**Run 1: PDN straps and rails**

Scale: 4 px per µm. Pins as bars on the die edge.
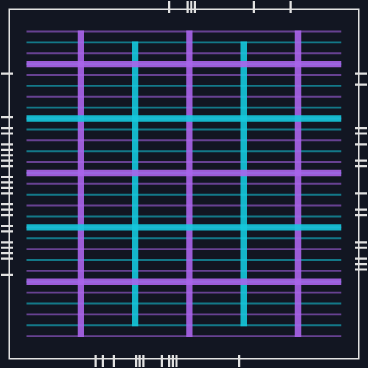
**Run 1: clock wiring as the flow saved it**

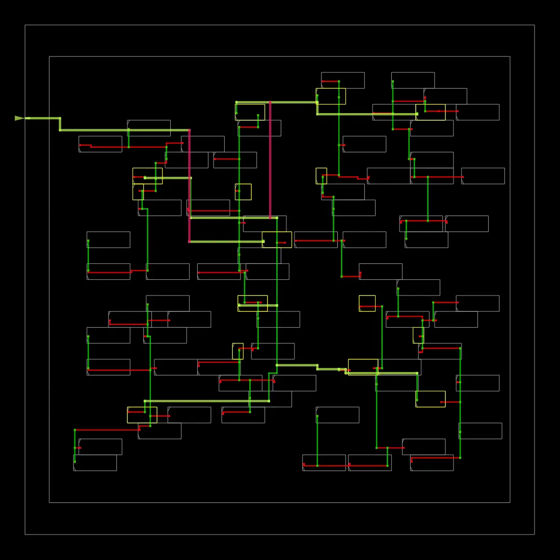
**Run 1: clock distribution**

Scale: 3 px per µm.
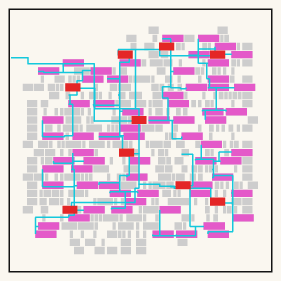
Design bls_serial_sub_ctrl, sky130hd; sources not shown.
==> impl_metrics.ini, run 1 <==
; yosys + openroad results
[status]
status = completed

[cts]
root_buffer = clkbuf_8
hold_buffers = 0
cts.sinks = 66
clk_path_buf_depth = 2
cts_max_level = 3
post_cts_resized = 0
path_clk_slew_ns = 0.07
post_cts_buffers = 0

[floorplan]
fp-row-count = 28
die-area_um2 = 7565
fp_util_pct = 48.93
ios = 55

[routing]
wl_mm = 5.753
avgRoutedWirePerCell_um = 12.73
drt_iter0_drc = 56
drt-pass1-iter-count = 4
final_antenna_net_count = 0
drc = 0
vias = 2388
vias_per_cell = 5.283

[grt]
grt_usage_pct = 15.85
grt_max_degree = 50
grt_pass1_vias = 2183

[yosys]
netlist_area_um2 = 2932
muxShareOfSynthArea_pct = 0.3414
synthAoiAreaFrac_pct = 24.50
largest_area_cell = dfxtp_1
top_cells_by_area = dfxtp_1 45%, nand2_1 12%, a311oi_2 12%, nor2_1 4.9%, a21oi_1 3.9%
most_common_cell = nand2_1
top_area_share_pct = 45.07
ys_cells = 331
top_cells_by_count = 93 x nand2_1, 66 x dfxtp_1, 38 x nor2_1, 23 x a21oi_1, 23 x a311oi_2
ys_sh_xor_pct = 0.2988
flop_cell = dfxtp_1
synth_warnings = 0
synth_chip_area_um2 = 2932
numSynthFlops = 66
synthArstFlopShare_pct = 0
avgSynthCellArea_um2 = 8.857
ys_sh_simple_pct = 19.89
fp_nets = 373
synth-edff-count = 0
ys_seq_share_pct = 45.07

[setup_path]
crit_fanout = 42
worst-path-buf-inv = 2
r2r_setup_slack_ns = 2.11
worstSetupStartpointType = flop
worst-path-stages = 3
worst_path_max_delay_cell = clkdlybuf4s50_1
path_class = flop to output pin
crit_required_ns = 3.25
arrival_ns = 2.05
ff2ff_path_depth = 3

[timing]
whs_ns = 0.3043
setup_ws_ns = 1.196
fmax_mhz = 356.6
setup_viol = 0
slew_headroom_pct = 52.53
rsz0062_at_grt = no
post-route-period-util_pct = 70.10
hold_violations = 0
fin_setup_tns_ns = 0
slew_viol_final = 0

[layout]
layout_top_cell = nand2_1
layoutNonFillerInstCount = 452
nFillCells = 561
design_area_um2 = 3567
nets = 415
utilization_pct = 59.54
area_growth_pct = 21.68
layout_top_cells = 93 x nand2_1, 66 x dfxtp_1, 53 x clkdlybuf4s50_1, 38 x nor2_1
layout-drive-gt1-share_pct = 12.47

[power]
pg_seq_mw = 0.716
power_density_nw_per_um2 = 384.7
p_switching_mw = 0.3696
power_leakage_nw = 1.297
p_seq_share_pct = 52.2
combPwrFrac_pct = 14.6
p_sw_share_pct = 26.94
p_int_mw = 1.003

[placed_design]
dp.final_hpwl_mm = 3.898
dp_cells = 437
dpl_cell_area_um2 = 3408
dp_slack_ns = 1.532

[run]
cap_violations = 0
tool_warnings = 26

[hold_path]
whs_path_depth = 2
-- 'PDN straps and rails' (at the start) --
VSS: drawn in purple. VDD: drawn in cyan.
5 straps on met4. The core has 28 rows.
Max VDD drop: 290.9 µV
Die W: 86.98 µm
die y size: 86.98 µm

-- 'clock wiring as the flow saved it' (at the start) --
Flops: 66
Clock Power: 0.455 mW
clock latency on the worst-skew pair: 0.34 ns
CTS Buf Count: 9
clock buffer count: 9

-- 'clock distribution' (at the start) --
clock-net drivers: drawn in red, count 9. flip-flops: drawn in magenta, count 66. clock wires: drawn in cyan, length 742 µm.
There are 10 routed clock nets.
Clock Power Share: 33.2%

==> run 1: layout make-up <==
| type | instances | area, µm² | area share [%] |
|---|---|---|---|
| well taps | 75 | 93.84 | 2.631 |
| multi-input cells | 230 | 1403 | 39.32 |
| flip-flops and latches | 66 | 1321 | 37.04 |
| clock buffers | 9 | 123.9 | 3.472 |
| clock inverters | 6 | 35.03 | 0.9821 |
| inverters | 10 | 40.04 | 1.122 |
| repair buffers | 56 | 550.5 | 15.43 |
==> run 1: routing by layer <==
metal / track usage (%) / wire length [µm] / vias to the layer above / part of all wire [%]
li1: - / - / 1228 / -
met1: 17.31 / 2453 / 1098 / 43
met2: 27.95 / 2881 / 58 / 50
met3: 6.149 / 379 / 4 / 6.6
met4: 5.241 / 38 / 0 / 0.66
met5: 0 / 0 / - / 0
==> run 1 -> run 2 <==
- clock period: 4 -> 2.7 ns (I/O delays scaled with it)
**Run 2: signal wires by layer**

Scale: 6 px per µm.
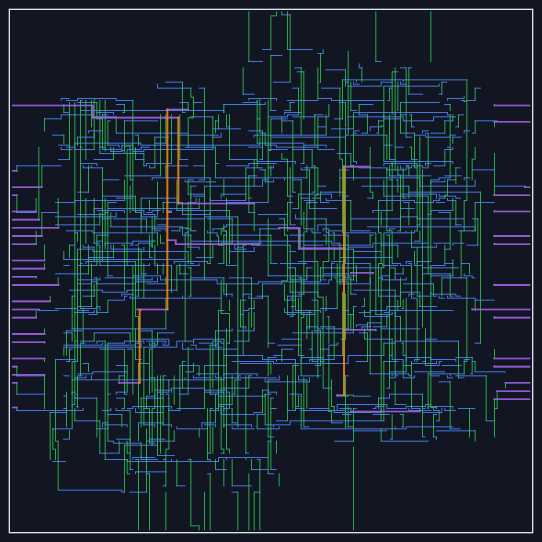
M2: drawn in green, wire length 2,960 µm. M1: drawn in blue, wire length 2,690 µm. M4: drawn in orange, wire length 97.9 µm. M3: drawn in purple, wire length 285 µm.
Avg WL per Cell: 13.16 µm
all-layer global routing usage: 16.91%
WL final: 6.027 mm

==> run 2 against run 1 <==
Die size did not move. Highest routed layer unchanged. Cell count increased by 1.3%. Critical path depth is the same.
==> impl_metrics.ini, run 2 <==
; yosys + openroad results
[status]
status = completed

[grt]
grt_max_degree = 62
use_met3_pct = 3.595
grt_pass1_vias = 2297
grt.busiest_layer = met2
gr-usage-met2_pct = 29.12

[cts]
path_clk_slew_ns = 0.07
cts.sinks = 66
clk_path_buf_depth = 2
root_buffer = clkbuf_8
cts_max_level = 3
numCtsBuffers = 9
clock_latency_ns = 0.34

[floorplan]
ios = 55
fp_util_pct = 48.93
die_height_um = 86.98
fp-row-count = 28
die-area_um2 = 7565

[power]
power_density_nw_per_um2 = 576.1
pg_seq_mw = 1.06
peakVddDrop_uv = 280.3
combPwrFrac_pct = 15.0
p_sw_share_pct = 28.02
p_seq_share_pct = 50.8
power_leakage_nw = 1.334
p_switching_mw = 0.5855
p_int_mw = 1.504
clk-power_mw = 0.716

[placed_design]
dp.final_hpwl_mm = 4.165
dp_slack_ns = 0.4974
dpl_cell_area_um2 = 3458
dp_cells = 442

[routing]
vias_per_cell = 5.282
vias = 2419
top_layer_used = met4
met1_length_mm = 2.687
drt-pass1-iter-count = 5
final_antenna_net_count = 0

[layout]
area_growth_pct = 23.73
comb_area_um2 = 1403
layout_top_cell = nand2_1
layout_top_cells = 93 x nand2_1, 66 x dfxtp_1, 53 x clkdlybuf4s50_1, 38 x nor2_1
seq_area_um2 = 1321
nFillCells = 531
layoutNonFillerInstCount = 458

[setup_path]
r2r_setup_slack_ns = 0.82
crit_fanout = 10
worst_path_max_delay_cell = clkdlybuf4s50_1
arrival_ns = 1.70
ff2ff_path_depth = 5
crit_required_ns = 2.14

[timing]
post-route-period-util_pct = 83.45
slew_viol_final = 0
hold_violations = 0
rsz0062_at_grt = no
fmax_mhz = 443.8
fin_setup_tns_ns = 0
setup_viol = 0

[yosys]
synthArstFlopShare_pct = 0
ys_seq_share_pct = 45.07
synth_warnings = 0
ys_sh_xor_pct = 0.2988
top_cells_by_area = dfxtp_1 45%, nand2_1 12%, a311oi_2 12%, nor2_1 4.9%, a21oi_1 3.9%
fp_nets = 373
flop_cell = dfxtp_1
largest_area_cell = dfxtp_1
most_common_cell = nand2_1
netlist_area_um2 = 2932
synth_chip_area_um2 = 2932

[hold_path]
whs_path_depth = 2

[run]
cap_violations = 0
tool_warnings = 26
run 2: cell types whose count changed in the layout (fill, tap and decap cells not counted), sizes merged:
cell / before / now
buf: 3 / 8
clkinv: 4 / 5
clkinvlp: 2 / 1
inv: 10 / 11
run 2: critical path, delay by kind of cell (launching register included):
family	cells	cell delay, ns
buffers and inverters	2	0.67
DFF	1	0.55
and+or+nand+nor	1	0.14
run 2: final cells by class:
| type | instances | share of cell area, % |
|---|---|---|
| inverters | 10 | 1.104 |
| clock inverters | 7 | 1.242 |
| repair buffers | 61 | 16.56 |
| well taps | 75 | 2.587 |
| clock buffers | 9 | 3.415 |
| multi-input cells | 230 | 38.67 |
| flip-flops and latches | 66 | 36.43 |
Power is estimated from default activity; no workload was simulated.
